$ cat config.mk
export PLATFORM = sky130hd
export DESIGN_NAME = ook_keyer
export DESIGN_NICKNAME = d
export VERILOG_FILES = /design/src/rtl/ook_pkg.sv /design/src/rtl/ook_unit_timer.sv /design/src/rtl/ook_keyer.sv
export SDC_FILE = /design/constraint.sdc
export NUM_CORES = 1
export LEC_CHECK = 0
export CORE_ASPECT_RATIO = 0.8
export CORE_UTILIZATION = 52
export CTS_BUF_LIST = sky130_fd_sc_hd__clkbuf_8
export DETAILED_ROUTE_END_ITERATION = 10
export PLACE_DENSITY = 0.79
export SLEW_MARGIN = 20
export SYNTH_ARGS = -nofsm -noshare
export SYNTH_HDL_FRONTEND = slang
export SYNTH_SLANG_ARGS = --single-unit
$ cat constraint.sdc
create_clock -name CLK -period 2.6 [get_ports CLK]
set_clock_uncertainty 0.1 [all_clocks]
set_input_delay 0.39 -clock CLK [delete_from_list [all_inputs] [get_ports CLK]]
set_output_delay 0.39 -clock CLK [all_outputs]
set_load 0.1 [all_outputs]
$ cat src/rtl/ook_pkg.sv
// Shared types and default constants for the on/off keying transmitter.
package ook_pkg;

    typedef enum logic [1:0] {
        IDLE = 2'd0,
        SEND = 2'd1,
        GAP  = 2'd2
    } state_t;

    localparam int unsigned PATTERN_W_DEF = 32;
    localparam int unsigned GAP_UNITS_DEF = 7;
    localparam int unsigned LEN_W         = 6;

endpackage

$ cat src/rtl/ook_unit_timer.sv
// Loadable down-counter: ticks once every period+1 cycles while running.
module ook_unit_timer #(
    parameter int unsigned DIV_W = 24
) (
    input  logic             CLK,
    input  logic             RST,
    input  logic             load,
    input  logic [DIV_W-1:0] load_val,
    input  logic [DIV_W-1:0] period,
    input  logic             run,
    output logic             tick_c
);

    logic [DIV_W-1:0] count;

    assign tick_c = run && (count == '0);

    // Reload on the tick so consecutive units are back to back without a gap cycle.
    always_ff @(posedge CLK) begin
        if (RST) begin
            count <= '0;
        end else if (load) begin
            count <= load_val;
        end else if (run) begin
            if (count == '0) begin
                count <= period;
            end else begin
                count <= count - DIV_W'(1);
            end
        end
    end

endmodule

$ cat src/rtl/ook_keyer.sv
// On/off keyer: plays a latched symbol pattern at a programmable symbol rate,
// optionally looping with a fixed silent gap, with a gated CLK/2 carrier.
module ook_keyer
    import ook_pkg::*;
#(
    parameter int unsigned PATTERN_W = PATTERN_W_DEF,
    parameter int unsigned DIV_W     = 24,
    parameter int unsigned GAP_UNITS = GAP_UNITS_DEF
) (
    input  logic                 CLK,
    input  logic                 RST,
    input  logic                 start,
    input  logic                 abort,
    input  logic [PATTERN_W-1:0] pattern,
    input  logic [LEN_W-1:0]     length,
    input  logic [DIV_W-1:0]     unit_div,
    input  logic                 repeat_en,
    output logic                 busy,
    output logic                 done,
    output logic                 key,
    output logic                 carrier_out,
    output logic                 led
);

    localparam int unsigned IDX_W = (PATTERN_W > 1) ? $clog2(PATTERN_W) : 1;
    localparam int unsigned GAP_W = (GAP_UNITS > 1) ? $clog2(GAP_UNITS) : 1;

    state_t               state;
    logic [PATTERN_W-1:0] pat_q;
    logic [LEN_W-1:0]     len_q;
    logic [DIV_W-1:0]     div_q;
    logic                 rpt_q;
    logic [IDX_W-1:0]     idx;
    logic [IDX_W-1:0]     nxt_idx;
    logic [GAP_W-1:0]     gap_cnt;
    logic                 tog;
    logic                 tick;
    logic                 start_ok;
    logic                 last;
    logic                 key_nxt;
    logic [LEN_W-1:0]     len_clamp;

    assign start_ok  = (state == IDLE) && start && !abort && (length != '0);
    assign len_clamp = (length > LEN_W'(PATTERN_W)) ? LEN_W'(PATTERN_W) : length;
    assign last      = (LEN_W'(idx) == (len_q - LEN_W'(1)));
    assign nxt_idx   = idx + IDX_W'(1);

    ook_unit_timer #(
        .DIV_W (DIV_W)
    ) u_timer (
        .CLK      (CLK),
        .RST      (RST),
        .load     (start_ok),
        .load_val (unit_div),
        .period   (div_q),
        .run      (state != IDLE),
        .tick_c   (tick)
    );

    // Level the key takes after this edge; key, led and carrier all register it together.
    always_comb begin
        key_nxt = 1'b0;
        case (state)
            IDLE: key_nxt = start_ok ? pattern[0] : 1'b0;
            SEND: begin
                if (abort) begin
                    key_nxt = 1'b0;
                end else if (tick) begin
                    key_nxt = last ? 1'b0 : pat_q[nxt_idx];
                end else begin
                    key_nxt = pat_q[idx];
                end
            end
            GAP: key_nxt = (!abort && tick && (gap_cnt == '0)) ? pat_q[0] : 1'b0;
            default: key_nxt = 1'b0;
        endcase
    end

    always_ff @(posedge CLK) begin
        if (RST) begin
            state       <= IDLE;
            pat_q       <= '0;
            len_q       <= '0;
            div_q       <= '0;
            rpt_q       <= 1'b0;
            idx         <= '0;
            gap_cnt     <= '0;
            tog         <= 1'b0;
            busy        <= 1'b0;
            done        <= 1'b0;
            key         <= 1'b0;
            led         <= 1'b0;
            carrier_out <= 1'b0;
        end else begin
            tog         <= ~tog;
            key         <= key_nxt;
            led         <= key_nxt;
            carrier_out <= key_nxt & ~tog;
            done        <= 1'b0;
            case (state)
                IDLE: begin
                    if (start_ok) begin
                        pat_q <= pattern;
                        len_q <= len_clamp;
                        div_q <= unit_div;
                        rpt_q <= repeat_en;
                        idx   <= '0;
                        busy  <= 1'b1;
                        state <= SEND;
                    end
                end
                SEND: begin
                    if (abort) begin
                        busy  <= 1'b0;
                        state <= IDLE;
                    end else if (tick) begin
                        if (last) begin
                            busy    <= rpt_q;
                            done    <= ~rpt_q;
                            gap_cnt <= GAP_W'(GAP_UNITS - 1);
                            state   <= rpt_q ? GAP : IDLE;
                        end else begin
                            idx <= nxt_idx;
                        end
                    end
                end
                GAP: begin
                    if (abort) begin
                        busy  <= 1'b0;
                        state <= IDLE;
                    end else if (tick) begin
                        if (gap_cnt == '0) begin
                            idx   <= '0;
                            state <= SEND;
                        end else begin
                            gap_cnt <= gap_cnt - GAP_W'(1);
                        end
                    end
                end
                default: begin
                    busy  <= 1'b0;
                    state <= IDLE;
                end
            endcase
        end
    end

endmodule

run_1/floorplan.png
(3 px per um) Pins as bars on the die edge. Tap cells in gray.
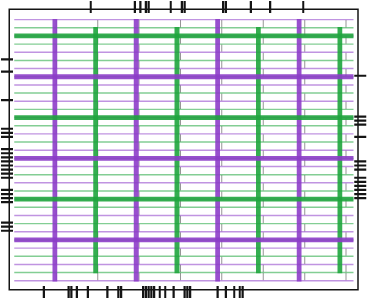
- purple: VSS
- green: VDD
- tap cells: 136
- rows: 32
- met5 straps: 6
- met1 rails: 33
- signal pins: 72

run_1/clock_nets.png
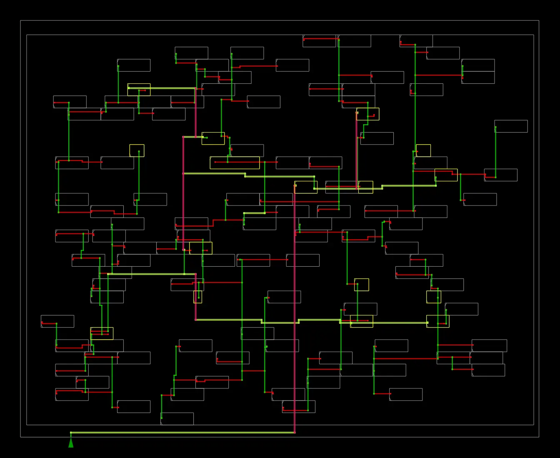
clock sink count: 102
clkbuf count: 9
total CTS buffers: 9

==> flow_summary.json, run 1 <==
{
  "status": "complete, no violations",
  "clockBufferDepth": 2,
  "setup_violations": 0,
  "grt_overflow": 0,
  "p_comb_frac": 0.306,
  "required_ns": 2.80,
  "finalCritPeriodShare": 0.935,
  "regArea_sq_um": 2040,
  "cpPeakStageDelay_ns": 0.55,
  "largest-register": "pat_q",
  "crit_fanout": 6,
  "top_layer": "met4",
  "vias": 5307,
  "area_growth_pct": 21.3,
  "fp_util": 0.546,
  "root_buffer": "clkbuf_8",
  "final.setup.worst_slack_ns": 0.169,
  "ctsHtreeMaxLevel": 3,
  "rr_worst_depth": 8,
  "drt-met1-wl_um": 6380,
  "place_area_sq_um": 6280,
  "critPathTopFamily": "multiplexers",
  "worstMarginPinSlew_ns": 0.728,
  "die-height_um": 93.0,
  "compound_area_frac": 0.204,
  "seq-power_uw": 1810,
  "top_power_group": "registers",
  "ys_chip_area_sq_um": 5380,
  "p_int_uw": 2710,
  "io_buffers": 71,
  "synthTopCellsByArea": "dfxtp_1 (38%), nand2_1 (10%), a21oi_1 (8.5%)",
  "swShare": 0.348,
  "largest_reg_flops": 32,
  "p_clk_frac": 0.259,
  "grt_pass1_vias": 5011,
  "fp_nets": 750,
  "cp_slowest_cell": "mux4_2",
  "warnings": 28,
  "comb_cell_power_uw": 1270,
  "synthTopCellsByCount": "nand2_1 (148), dfxtp_1 (102), a21oi_1 (91)",
  "largest_area_cell": "dfxtp_1",
  "reg.largest.list": "pat_q (32), div_q (24), u_timer.count (24)",
  "ys_sh_simple": 0.244,
  "fp.coreArea_sq_um": 9850,
  "die_w_um": 116,
  "final_area_sq_um": 6530,
  "cp.buffers_inverters": 0,
  "fmax_mhz": 411,
  "ant_nets": 0,
  "wl_um": 14400,
  "cp.depth": 8,
  "rr_startpoint": "idx[1]",
  "xor_area_frac": 0.0244,
  "place_congestion": 0.893,
  "fill_cells": 827,
  "layout_top_cell": "nand2_1",
  "leakage_uw": 0.00233,
  "ios": 72,
  "pwr_density_cell_nw_per_um2": 637,
  "r2r-end": "led",
  "finalCoreUtilization": 0.662,
  "hold_violations": 0,
  "edf_count": 0,
  "async_flop_share": 0,
  "layout_top_cells": "nand2_1 (147), dfxtp_1 (101), a21oi_1 (91), clkdlybuf4s50_1 (65), nor2_1 (55)",
  "p_seq_frac": 0.436,
  "drive_above_1_share": 0.130,
  "r2r_setup_slack_ns": 0.17,
  "pre_cts_slack_ns": 0.0831,
  "top_logic_kind": "simple AND/OR/NAND/NOR gates",
  "final_nets": 814,
  "max-cap-violations": 0,
  "num_rows": 32,
  "diodes": 0,
  "cp-endpoint": "led",
  "top_cell_area_share": 0.380,
  "cp-end-kind": "flip-flop",
  "first_pass_iters": 5,
  "critPathLaunchType": "flip-flop",
  "setup_tns_ns": 0,
  "ys.flop_type": "dfxtp_1",
  "cts_hold_buf": 0,
  "max_slew_margin": 0.513,
  "comb_area_sq_um": 3110,
  "synth_area_sq_um": 5380,
  "antenna_found_initial": 0,
  "synth_cell_types": 65,
  "cts.clk_slew.worst_paths_ns": 0.11,
  "min_path_type": "flip-flop to flip-flop",
  "max-vdd-ir-drop_mv": 0.403,
  "grt_use_total": 0.278,
  "postSynthSeqShare": 0.380,
  "synthMuxAreaShare": 0.0835,
  "rsz0062_at_grt": "false"
}
run_1/layers.png
(3 px per um)
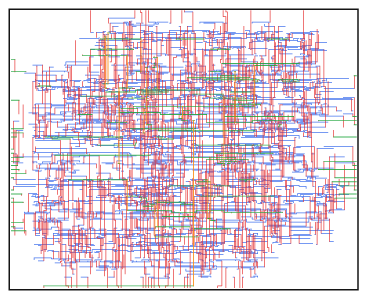
- green: M3 (wire length 1,050 um)
- orange: M4 (wire length 287 um)
- red: M2 (wire length 6,660 um)
- blue: M1 (wire length 6,380 um)

-- run 1: worst min path at each step --
stage	startpoint	to	slack, ns	cells past startpoint
2_1_floorplan	tog	tog	0.27	1
3_3_place_gp	tog	tog	0.28	1
3_5_place_dp	tog	tog	0.28	1
4_1_cts	tog	tog	0.30	1
5_1_grt	tog	tog	0.32	1
6_report	tog	tog	0.30	1
-- run 1: layer usage --
metal / vias to the layer above / global-route usage
li1: 2526 / -
met1: 2536 / 0.366
met2: 207 / 0.448
met3: 38 / 0.0661
met4: 0 / 0.0951
met5: - / 0
-- run 1: cell type report --
class	count	area share
multi-input cells	511	0.476
flip-flops and latches	102	0.313
repair buffers	104	0.146
well taps	136	0.0261
clock buffers	9	0.0190
clock inverters	7	0.0121
inverters	13	0.00748
==> inputs of run 2 (changes only) <==
- SLEW_MARGIN: 20 -> 25
run_2/layers.png
(3 px per um)
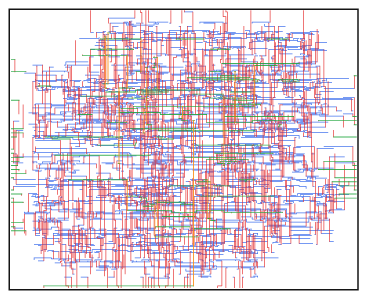
- red: M2 (wire length 6,660 um)
- orange: M4 (wire length 287 um)
- blue: M1 (wire length 6,380 um)
- green: M3 (wire length 1,050 um)

run_2/floorplan.png
(3 px per um) Pins as bars on the die edge. Tap cells in gray.
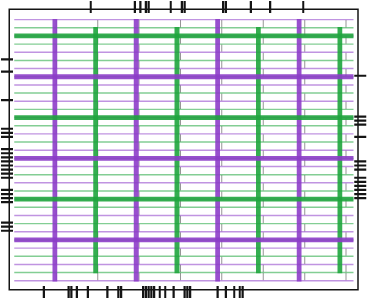
Die X: 116 um
Peak VDD IR: 0.403 mV
core area: 9850 sq um

==> run 2 against run 1 <==
  * Total power unchanged
  * Utilization unchanged
  * Final area unchanged
  * Routed wire length unchanged
  * Register-to-register slack about the same
  * Hold slack unchanged
  * Count of clock-buffer cells in the layout unchanged
  * Cell count unchanged
  * Non-clock buffer count unchanged
  * Largest cell class unchanged
  * Highest routed layer unchanged
==> flow_summary.json, run 2 <==
{
  "area_growth_pct": 21.3,
  "cts.clk_slew.worst_paths_ns": 0.11,
  "cpPeakStageDelay_ns": 0.55,
  "largest-register": "pat_q",
  "max_slew_margin": 0.513,
  "layout_top_cell": "nand2_1",
  "leakage_uw": 0.00233,
  "ys.flop_type": "dfxtp_1",
  "wl_um": 14400,
  "cp-end-kind": "flip-flop",
  "critPathTopFamily": "multiplexers",
  "final.setup.worst_slack_ns": 0.169,
  "final_area_sq_um": 6530,
  "finalCritPeriodShare": 0.935,
  "root_buffer": "clkbuf_8",
  "warnings": 28,
  "synth_area_sq_um": 5380,
  "use_met2": 0.448,
  "cp_slowest_cell": "mux4_2",
  "num_rows": 32,
  "pwr_density_cell_nw_per_um2": 637,
  "status": "complete, no violations",
  "synthMuxAreaShare": 0.0835,
  "final_nets": 814,
  "reg.largest.list": "pat_q (32), div_q (24), u_timer.count (24)",
  "grt_busiest_layer": "met2",
  "use_met1": 0.366,
  "ios": 72,
  "worstMarginPinSlew_ns": 0.728,
  "grt_pass1_vias": 5011,
  "fmax_mhz": 411,
  "cp.buffers_inverters": 0,
  "crit_fanout": 6,
  "pre_cts_slack_ns": 0.0831,
  "cts_hold_buf": 0,
  "ys_sh_simple": 0.244,
  "p_comb_frac": 0.306,
  "p_int_uw": 2710,
  "place_area_sq_um": 6280,
  "place_congestion": 0.893,
  "first_pass_iters": 5,
  "top_layer": "met4",
  "cts_buffers": 9,
  "io_buffers": 71,
  "synthTopCellsByArea": "dfxtp_1 (38%), nand2_1 (10%), a21oi_1 (8.5%)",
  "xor_area_frac": 0.0244,
  "critPathLaunchType": "flip-flop",
  "drive_above_1_share": 0.130,
  "min_from": "tog",
  "min_path_type": "flip-flop to flip-flop",
  "grt_overflow": 0,
  "top_logic_kind": "simple AND/OR/NAND/NOR gates",
  "ys_chip_area_sq_um": 5380,
  "antenna_found_initial": 0,
  "fill_cells": 827,
  "clockBufferDepth": 2,
  "setup_tns_ns": 0,
  "edf_count": 0,
  "diodes": 0,
  "grt_use_total": 0.278,
  "rr_startpoint": "idx[1]",
  "synthTopCellsByCount": "nand2_1 (148), dfxtp_1 (102), a21oi_1 (91)",
  "top_power_group": "registers",
  "hold_violations": 0,
  "p_seq_frac": 0.436,
  "regArea_sq_um": 2040,
  "setup_violations": 0,
  "drt-met1-wl_um": 6380,
  "synth_cell_types": 65,
  "finalCoreUtilization": 0.662
}
run_2/clock_nets.png
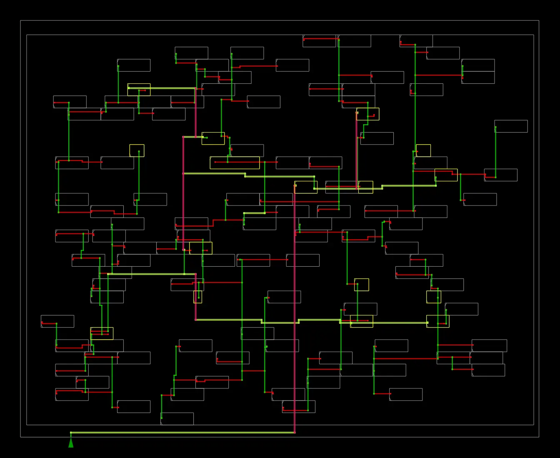
registers: 102
clk_lat worst skew: 0.40 ns
clk pwr: 1080 uW

run 2: cell counts after synthesis:
No cell type changed its count.
run 2: final timing paths:
kind | end | slack (ns) | depth (start not counted)
max | led | 0.17 | 8
min reg2reg | tog | 0.30 | 1
min | tog | 0.30 | 1
max reg2reg | led | 0.17 | 8
run 2: logic make-up after synthesis:
kind of cell,Yosys count
buffers and inverters,64
and+or+nand+nor,286
AOI/OAI and AO/OA,177
muxes,27
xor gates and xnor gates,15
adders and majority gates,6
DFF,102
run 2: layout make-up:
cell class                      instances  area share
Clock buffer                            9      0.0190
Clock inverter                          7      0.0121
Inverter                               13     0.00748
Multi-Input combinational cell        511       0.476
Timing Repair Buffer                  104       0.146
Sequential cell                       102       0.313
Tap cell                              136      0.0261
Power is estimated from default activity; no workload was simulated.
